**config.mk**
```make
export PLATFORM = sky130hd
export DESIGN_NAME = fetch_stage
export DESIGN_NICKNAME = d
export VERILOG_FILES = /design/src/rtl/fetch_stage.sv
export SDC_FILE = /design/constraint.sdc
export NUM_CORES = 1
export LEC_CHECK = 0
export ABC_AREA = 1
export CORE_MARGIN = 2
export CORE_UTILIZATION = 62
export DETAILED_ROUTE_END_ITERATION = 6
export GPL_TIMING_DRIVEN = 0
export PLACE_DENSITY = 0.95
export SLEW_MARGIN = 40
export SYNTH_ARGS = -nofsm -noshare
export SYNTH_HDL_FRONTEND = slang
export SYNTH_SLANG_ARGS = --single-unit
```
**constraint.sdc**
```tcl
create_clock -name clk -period 7.09 [get_ports clk]
set_input_delay 1.0635 -clock clk [delete_from_list [all_inputs] [get_ports clk]]
set_output_delay 1.0635 -clock clk [all_outputs]
set_load 0.01 [all_outputs]
```
**src/rtl/fetch_stage.sv**
```systemverilog
// rtl/fetch_stage.sv - instruction fetch: PC, credit-limited imem requests, {pc,instr} FIFO, execute redirect
// Optional: FETCH_MISALIGN_CHECK_EN registers a one-cycle fetch_misaligned pulse on unaligned redirect targets.
module fetch_stage #(
  parameter logic [31:0] RESET_PC = 32'h0000_0000,
  parameter int          DEPTH    = 4
) (
  input  logic        clk,
  input  logic        reset,
  input  logic        pc_src,
  input  logic [31:0] exe_branch_jump_address,
  output logic        imem_req,
  output logic [31:0] imem_addr,
  input  logic        imem_gnt,
  input  logic        imem_rvalid,
  input  logic [31:0] imem_rdata,
  output logic        if_valid,
  input  logic        if_ready,
  output logic [31:0] if_instruction,
  output logic [31:0] if_pc,
  output logic        fetch_misaligned
);

  localparam int AW = $clog2(DEPTH);
  localparam int CW = AW + 1;

  logic [31:0]   r_pc;
  logic [CW-1:0] r_inflight;
  logic [CW-1:0] r_drop;

  logic [31:0]   r_aq_mem [DEPTH];
  logic [AW-1:0] r_aq_wr;
  logic [AW-1:0] r_aq_rd;

  logic [31:0]   r_iq_pc    [DEPTH];
  logic [31:0]   r_iq_instr [DEPTH];
  logic [AW-1:0] r_iq_wr;
  logic [AW-1:0] r_iq_rd;
  logic [CW-1:0] r_iq_cnt;

  logic          w_pop;
  logic          w_grant;
  logic          w_push;
  logic [CW:0]   w_used;
  logic [31:0]   w_aq_head;

  assign if_valid  = (r_iq_cnt != '0);
  assign w_pop     = if_valid && if_ready && !pc_src;
  // Credits cover both pending responses and buffered instructions, so the FIFO cannot overflow.
  assign w_used    = {1'b0, r_inflight} + {1'b0, r_iq_cnt} - (CW+1)'(if_valid && if_ready);
  assign imem_req  = !reset && !pc_src && (w_used < (CW+1)'(DEPTH));
  assign imem_addr = r_pc;
  assign w_grant   = imem_req && imem_gnt;
  assign w_push    = imem_rvalid && (r_drop == '0) && !pc_src;
  assign w_aq_head = r_aq_mem[r_aq_rd];

  assign if_pc          = if_valid ? r_iq_pc[r_iq_rd]    : 32'h0;
  assign if_instruction = if_valid ? r_iq_instr[r_iq_rd] : 32'h0;

  always_ff @(posedge clk or posedge reset) begin
    if (reset) begin
      r_pc       <= RESET_PC;
      r_inflight <= '0;
      r_drop     <= '0;
      r_aq_wr    <= '0;
      r_aq_rd    <= '0;
      r_iq_wr    <= '0;
      r_iq_rd    <= '0;
      r_iq_cnt   <= '0;
    end else begin
      if (w_grant) begin
        r_pc    <= r_pc + 32'd4;
        r_aq_wr <= r_aq_wr + 1'b1;
      end
      if (imem_rvalid) begin
        r_aq_rd <= r_aq_rd + 1'b1;
      end
      r_inflight <= r_inflight + CW'(w_grant) - CW'(imem_rvalid);

      if (pc_src) begin
        r_pc     <= {exe_branch_jump_address[31:2], 2'b00};
        // A same-cycle response retires now either way; everything still pending after it is dropped.
        r_drop   <= r_inflight - CW'(imem_rvalid);
        r_iq_wr  <= '0;
        r_iq_rd  <= '0;
        r_iq_cnt <= '0;
      end else begin
        if (imem_rvalid && (r_drop != '0)) begin
          r_drop <= r_drop - 1'b1;
        end
        if (w_push) begin
          r_iq_wr <= r_iq_wr + 1'b1;
        end
        if (w_pop) begin
          r_iq_rd <= r_iq_rd + 1'b1;
        end
        r_iq_cnt <= r_iq_cnt + CW'(w_push) - CW'(w_pop);
      end
    end
  end

  always_ff @(posedge clk) begin
    if (w_grant) begin
      r_aq_mem[r_aq_wr] <= r_pc;
    end
    if (w_push) begin
      r_iq_pc[r_iq_wr]    <= w_aq_head;
      r_iq_instr[r_iq_wr] <= imem_rdata;
    end
  end

`ifdef FETCH_MISALIGN_CHECK_EN
  logic r_misaligned;

  always_ff @(posedge clk or posedge reset) begin
    if (reset) begin
      r_misaligned <= 1'b0;
    end else begin
      r_misaligned <= pc_src && (exe_branch_jump_address[1:0] != 2'b00);
    end
  end

  assign fetch_misaligned = r_misaligned;
`else
  logic w_unused_target_lsbs;

  assign w_unused_target_lsbs = ^exe_branch_jump_address[1:0];
  assign fetch_misaligned     = 1'b0;
`endif

endmodule

```
### Track usage over the die

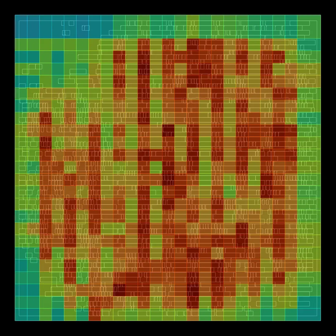
met3 usage: 5.768%
gr usage total: 32.68%

### Port wiring

Scale bar: 50 um.
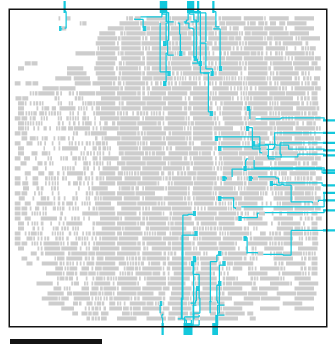
- cyan: `if_pc` (bits 32; direction output; end cells 32; buffers 32; wire 1440 um)
Port Buffer Count: 161
I/O pin count: 169

### Metal 1

Supply wires on this layer in gray. Cells faint in the background.
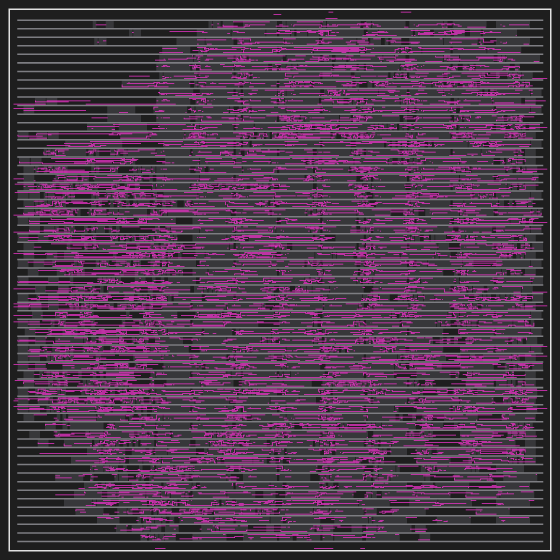
- share of all routed wire: 35%
- nets with wire on the layer: 1725
- main direction: horizontal
- wire length on this layer: 16800 um
- longest straight run: 45.1 um
DR vias: 13367
Routed WL: 47910 um
met1 usage: 39.95%

==> flow_metrics.env <==
# yosys + openroad results
export IMPL_status="finished, final reports clean"
export IMPL_fmax_ghz=0.2395
export IMPL_top_usage_layer="met2"
export IMPL_cp_end_kind="primary output"
export IMPL_arrival_ns=3.11
export IMPL_post_cts_resized=0
export IMPL_flops=415
export IMPL_wl_met3_um=4877
export IMPL_gp_congestion=0.9216
export IMPL_ys_seq_share_pct=69.98
export IMPL_cts_root_buf="clkbuf_16"
export IMPL_largest_register="r_iq_instr"
export IMPL_area_growth_synth_to_final_pct=21.99
export IMPL_min_to="r_aq_wr[1]"
export IMPL_top_layer_used="met4"
export IMPL_logic_gates=996
export IMPL_sh_comb_area_pct=21.94
export IMPL_ant_nets=0
export IMPL_worst_pin_slew_ns=0.7355
export IMPL_p_leak_nw=7.671
export IMPL_largestRegisters="r_iq_instr: 128 flops, r_aq_mem: 120 flops, r_iq_pc: 120 flops"
export IMPL_cts_buffers=39
export IMPL_n_tap_cell=378
export IMPL_drv_cap=0
export IMPL_diodes=0
export IMPL_wl_per_cell_um=21.83
export IMPL_cts_max_path_buffers=3
export IMPL_clk_latency_ns=0.54
export IMPL_avgSynthCellArea_um2=11.17
export IMPL_setup_slack_ns=2.915
export IMPL_ff_type="edfxtp_1"
export IMPL_reg2reg_to="r_inflight[2]"
export IMPL_finalSetupViolations=0
export IMPL_p_comb_share_pct=31.9
export IMPL_p_total_mw=7.963
export IMPL_hold_depth=2
export IMPL_n_all_buffers=267
export IMPL_crit_type="reg2out"
export IMPL_hold_class="reg2reg"
export IMPL_dp_cells=2125
export IMPL_final_max_slew_viol_count=0
export IMPL_period_used_pct=58.89
export IMPL_hold_viol=0
export IMPL_hpwl_um=30580
export IMPL_dr_pass1_iters=5
export IMPL_yosysCellCount=1564
export IMPL_drc=0
export IMPL_clkSinkCount=415
export IMPL_internal_power_mw=5.223
export IMPL_synth_chip_area_mm2=0.01747
export IMPL_cpPeakStageDelay_ns=0.60
export IMPL_yosys_warnings=0
export IMPL_fin_hold_ws_ns=0.5577
export IMPL_top_logic_kind="simple AND/OR/NAND/NOR gates"
export IMPL_met2_length_um=24250
export IMPL_yosysTopAreaCell="edfxtp_1"
export IMPL_powerDensity_mw_per_mm2=373.6
export IMPL_hold_buffers=0
export IMPL_grt_ovfl_total=0
export IMPL_rrSetupSlack_ns=3.72
export IMPL_die_area_mm2=0.02954
export IMPL_rsz0062_at_grt="false"
export IMPL_die_h_um=171.9
export IMPL_fin_setup_tns_ns=0
export IMPL_syn_area_mm2=0.01747
export IMPL_first_iter_violations=1974
export IMPL_pg_clk_mw=2.17
export IMPL_combGateArea_mm2=0.004677
export IMPL_pg_comb_mw=2.54
export IMPL_clk_pin_slew_ns=0.06
export IMPL_layout_nets=1881
export IMPL_ys_ff=415
export IMPL_max_slew_margin_pct=50.97
export IMPL_placed_area_mm2=0.02000
export IMPL_layout_drive_gt1_share_pct=6.274
export IMPL_netlist_instances=1564
export IMPL_r2r_cells=17
export IMPL_cts_htree_levels=2
export IMPL_antenna_found_initial=0
export IMPL_mostFrequentLayoutCell="edfxtp_1"
export IMPL_fillers=1609
export IMPL_min_from="r_aq_wr[1]"
export IMPL_pwr_share_clk_pct=27.2
export IMPL_placement_rows=61
export IMPL_fin_area_mm2=0.02131
export IMPL_cts_tree="built"
export IMPL_crit_path_start_kind="flip-flop"
export IMPL_largest_register_ffs=128
export IMPL_core_mm2=0.02778
export IMPL_r2r_start="r_inflight[2]"
export IMPL_clock_skew_final_ns=0.01679
export IMPL_dieWidth_um=171.9
export IMPL_cp_cell_sequence="clkbuf_1 -> clkbuf_1 -> nor2_1 -> nor2_1 -> o21ai_0 -> a21oi_1 -> clkdlybuf4s50_1"
export IMPL_critical_path_startpoint="r_iq_rd[0]"
export IMPL_top_cells_by_count="368 x edfxtp_1, 364 x nor2_1, 211 x o21ai_0"
export IMPL_post_place_ws_ns=2.889
export IMPL_ys_sh_xor_pct=1.053
export IMPL_top_power_group="sequential cells"
export IMPL_grt_max_degree=35
export IMPL_nNonClkInverters=69
export IMPL_topCellsByArea="edfxtp_1 63%, nor2_1 7.8%, dfrtp_1 6.7%"
export IMPL_via_per_inst=6.090
export IMPL_edf_count=368
export IMPL_async_reset_ff_share_pct=11.33
export IMPL_synth_adder_area_share_pct=1.733
export IMPL_grt_pass1_wl_um=72800
export IMPL_crit_family="buffers and inverters"
export IMPL_warnings=35
export IMPL_path_depth=7
export IMPL_endpoint="if_pc[11]"
export IMPL_initial_utilization_pct=62.89
### Register map, names as in the netlist

Other sequential cells in the stronger gray, the rest of the logic in the fainter gray.
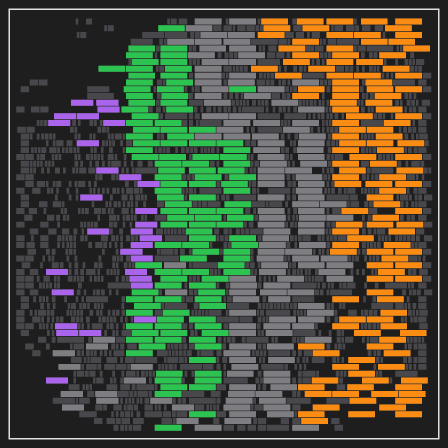
- purple: `imem_addr` (flops 30)
- orange: `r_iq_instr` (flops 128; where a vertical strip on the right)
- green: `r_aq_mem` (flops 120)
Layout Utilization: 76.72%
sequential share of cell area: 57.36%
Seq power: 3.25 mW
Seq. cell area: 0.01223 mm2

### Metal 2

Cells faint in the background.
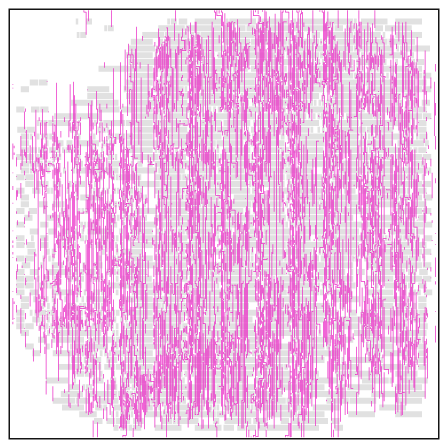
- share of all routed wire: 51%
- nets with wire on the layer: 1553
- wire length on this layer: 24.3 mm
- longest straight run: 61.5 um
- main direction: vertical

Power and IR drop assume default switching activity.
